<file path="config.mk">
export PLATFORM = sky130hd
export DESIGN_NAME = multichannel_clock_divider
export DESIGN_NICKNAME = d
export VERILOG_FILES = /design/src/rtl/multichannel_clock_divider.sv
export SDC_FILE = /design/constraint.sdc
export NUM_CORES = 1
export LEC_CHECK = 0
export CAP_MARGIN = 25
export CELL_PAD_IN_SITES_DETAIL_PLACEMENT = 1
export CELL_PAD_IN_SITES_GLOBAL_PLACEMENT = 1
export CORE_ASPECT_RATIO = 0.6
export CORE_MARGIN = 2
export CORE_UTILIZATION = 38
export CTS_BUF_LIST = sky130_fd_sc_hd__clkbuf_8 sky130_fd_sc_hd__clkbuf_16
export DETAILED_ROUTE_END_ITERATION = 6
export PLACE_DENSITY_LB_ADDON = 0.2
export SYNTH_ARGS = -nofsm -noshare
export SYNTH_HDL_FRONTEND = slang
export SYNTH_SLANG_ARGS = --single-unit
</file>
<file path="constraint.sdc">
create_clock -name clk_in -period 2.3 [get_ports clk_in]
set_input_delay 0.46 -clock clk_in [delete_from_list [all_inputs] [get_ports clk_in]]
set_output_delay 0.46 -clock clk_in [all_outputs]
set_load 0.02 [all_outputs]
</file>
<file path="src/rtl/multichannel_clock_divider.sv">
// CHANNELS independent 50%-duty divided clocks from clk_in, each with a
// double-buffered WIDTH-bit divisor applied only at its falling edge.
module multichannel_clock_divider #(
    parameter int CHANNELS = 4,
    parameter int WIDTH    = 8
) (
    input  logic                      clk_in,
    input  logic                      reset_n,
    input  logic                      sleep,
    input  logic [CHANNELS*WIDTH-1:0] divisor,
    input  logic [CHANNELS-1:0]       load,
    input  logic                      sync,
    output logic [CHANNELS-1:0]       clk_out,
    output logic [CHANNELS-1:0]       tick,
    output logic [CHANNELS-1:0]       pending
);

    localparam logic [WIDTH-1:0] ONE = WIDTH'(1);

    genvar gi;
    generate
        for (gi = 0; gi < CHANNELS; gi++) begin : g_ch
            logic [WIDTH-1:0] active_div_reg, active_div_next;
            logic [WIDTH-1:0] pending_div_reg, pending_div_next;
            logic [WIDTH-1:0] cnt_reg, cnt_next;
            logic             pend_reg, pend_next;
            logic             out_reg, out_next;
            logic             tick_reg, tick_next;
            logic [WIDTH-1:0] slice;
            logic             at_end;

            assign slice  = divisor[gi*WIDTH +: WIDTH];
            assign at_end = (cnt_reg == (active_div_reg - ONE));

            always_comb begin
                active_div_next  = active_div_reg;
                pending_div_next = pending_div_reg;
                cnt_next         = cnt_reg;
                pend_next        = pend_reg;
                out_next         = out_reg;
                tick_next        = 1'b0;

                if (sleep || sync) begin
                    // Phase restart: a fresh load wins over an older pending value
                    cnt_next = '0;
                    out_next = 1'b0;
                    if (load[gi]) begin
                        active_div_next = slice;
                        pend_next       = 1'b0;
                    end else if (pend_reg) begin
                        active_div_next = pending_div_reg;
                        pend_next       = 1'b0;
                    end
                end else if (active_div_reg == '0) begin
                    cnt_next = '0;
                    out_next = 1'b0;
                    if (load[gi]) begin
                        active_div_next = slice;
                    end
                end else begin
                    if (at_end) begin
                        cnt_next  = '0;
                        out_next  = ~out_reg;
                        tick_next = ~out_reg;
                        // Falling edge is the only safe point to swap divisors
                        if (out_reg && pend_reg) begin
                            active_div_next = pending_div_reg;
                            pend_next       = 1'b0;
                        end
                    end else begin
                        cnt_next = cnt_reg + ONE;
                    end
                    if (load[gi]) begin
                        pending_div_next = slice;
                        pend_next        = 1'b1;
                    end
                end
            end

            always_ff @(posedge clk_in or negedge reset_n) begin
                if (!reset_n) begin
                    active_div_reg  <= '0;
                    pending_div_reg <= '0;
                    cnt_reg         <= '0;
                    pend_reg        <= 1'b0;
                    out_reg         <= 1'b0;
                    tick_reg        <= 1'b0;
                end else begin
                    active_div_reg  <= active_div_next;
                    pending_div_reg <= pending_div_next;
                    cnt_reg         <= cnt_next;
                    pend_reg        <= pend_next;
                    out_reg         <= out_next;
                    tick_reg        <= tick_next;
                end
            end

            assign clk_out[gi] = out_reg;
            assign tick[gi]    = tick_reg;
            assign pending[gi] = pend_reg;
        end
    endgenerate

endmodule

</file>
### Close-up of the layout

Window x 63 to 103, y 10 to 50 um. Cells in grey, sequential cells in the stronger grey; small squares are vias.
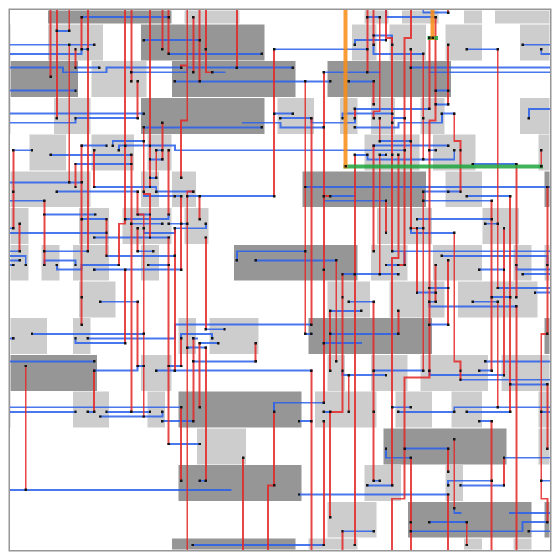
- metal 1: blue
- metal 2: red
- metal 4: orange
- metal 3: green
- most frequent: buf_4 (14), dfrtp_1 (13), nand2_1 (5)
- netlist names of flops here include: g_ch.cnt_reg (4), g_ch.pending_div_reg (3), g_ch.out_reg (2)
- cells with their middle in the window: 66
- sequential cells in the window: 13

### Metal layers overlaid

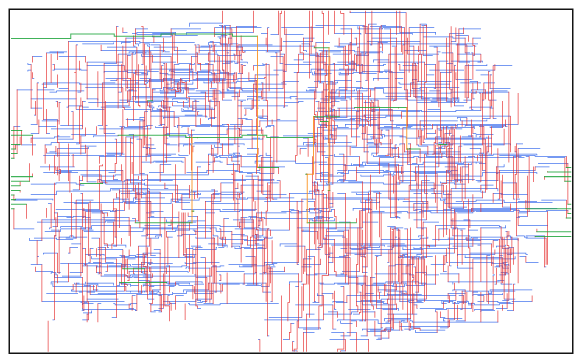
- metal 4: orange (wire length 151 um)
- metal 2: red (wire length 7,320 um)
- metal 1: blue (wire length 7,740 um)
- metal 3: green (wire length 331 um)

==> impl_metrics.yaml <==
# synthesis and place-and-route metrics
routing:
  postRouteAntennaNets: 0
  top_layer: "met4"
  drt_first_pass_iters: 4
  dr_total_vias: 4487
  wl_met1_um: 7740
  route.detailed.drc: 0
  wire_per_inst_um: 17.8
synthesis:
  synthCells: 535
  synth-async-reset-ratio_pct: 100
  flop_cell: "dfrtp_1"
  synth.comb.largest_family: "multiplexers"
  avgSynthCellArea_um2: 11.2
  yosys.stat.seqShare_pct: 45.1
  netlist_area_mm2: 0.00599
  synth_nets: 587
  ys_area_mm2: 0.00599
  edf_count: 0
  xor_area_share_pct: 9.50
  ys_sh_simple_pct: 13.7
  yosysTopAreaCell: "dfrtp_1"
cells_and_area:
  final_cell_area_mm2: 0.00795
  seq-cell-share_pct: 34.0
  syn2layout_area_growth_pct: 32.7
  buffers_excl_clock: 140
  nonClkBufAreaFrac_pct: 15.4
  comb_share_pct: 42.4
  clk_share_pct: 4.17
  layout_top_cell: "dfrtp_1"
  diodes: 0
  lay_top_cells: "dfrtp_1, buf_4, mux2_2, nor2_1, clkdlybuf4s50_1"
  n_all_inverters: 16
  largestClassByArea: "multi-input combinational cells"
power:
  leakage_uw: 0.00348
  p_switching_uw: 2320
  power_uw: 6980
  sw_frac_of_total_pct: 33.2
  powerClk_uw: 1750
  cellPowerDensity_mw_per_mm2: 878
timing:
  skew_ns: 0.00872
  worst_slack_ns: -0.0601
  fin_hold_ws_ns: 0.0895
  rsz0062_at_grt: "yes"
  fmax_mhz: 424
  setup_viol: 11
  period_used_pct: 103
placement:
  gp_congestion: 0.761
  hpwl_um: 11400
  placed_cell_area_mm2: 0.00720
global_routing:
  grt_pass1_wl_um: 25200
  grt_usage_pct: 19.0
  first_global_vias: 4889
  grt_max_degree: 47
  met1_usage_pct: 25.7
  use_met3_pct: 3.56
floorplan:
  fp_util_pct: 39.0
  die_x_um: 166
  pin_count: 52
  dieHeight_um: 101
setup_path:
  max_stage_delay_ns: 0.44
  r2r_end: "g_ch[1].active_div_reg[4]$_DFFE_PN0P_"
  cp-end-kind: "register"
  slowest_stage: "or4_4"
  worstSetupPathType: "reg2reg"
  worstPathMaxFanout: 6
  r2r_slack_ns: -0.06
  worst-r2r-cell-count: 8
  r2r-start: "g_ch[1].active_div_reg[0]$_DFFE_PN0P_"
  path_depth: 8
  startpoint: "g_ch[1].active_div_reg[0]$_DFFE_PN0P_"
status:
  outcome: "finished with violations"
  failed_checks: "negative setup slack"
cts:
  cts.clk_slew.worst_paths_ns: 0.08
  ctsHoldBuffers: 0
  clk-insertion-delay-late_ns: 0.36
  clock_sinks: 108
  ctsResizeCount: 32
  clock_tree.root_cell: "clkbuf_16"
### Placement view

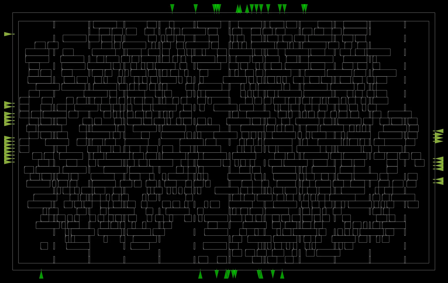
core area: 0.0154 mm2
Final Instance Count excl. Fillers: 875
Core Rows: 35

### Clock network drawn from the DEF

Scale bar: 50 um.
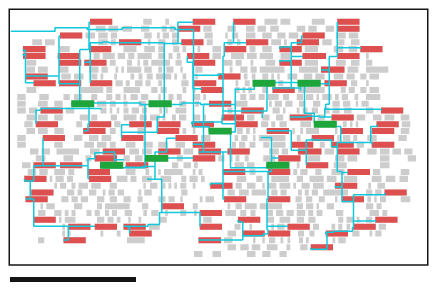
- flip-flops: red (count 108)
- clock drivers: green (count 9)
- clock wires: cyan (length 1,500 um)
- flops lie: spread over the die

Power is estimated from default activity; no workload was simulated.
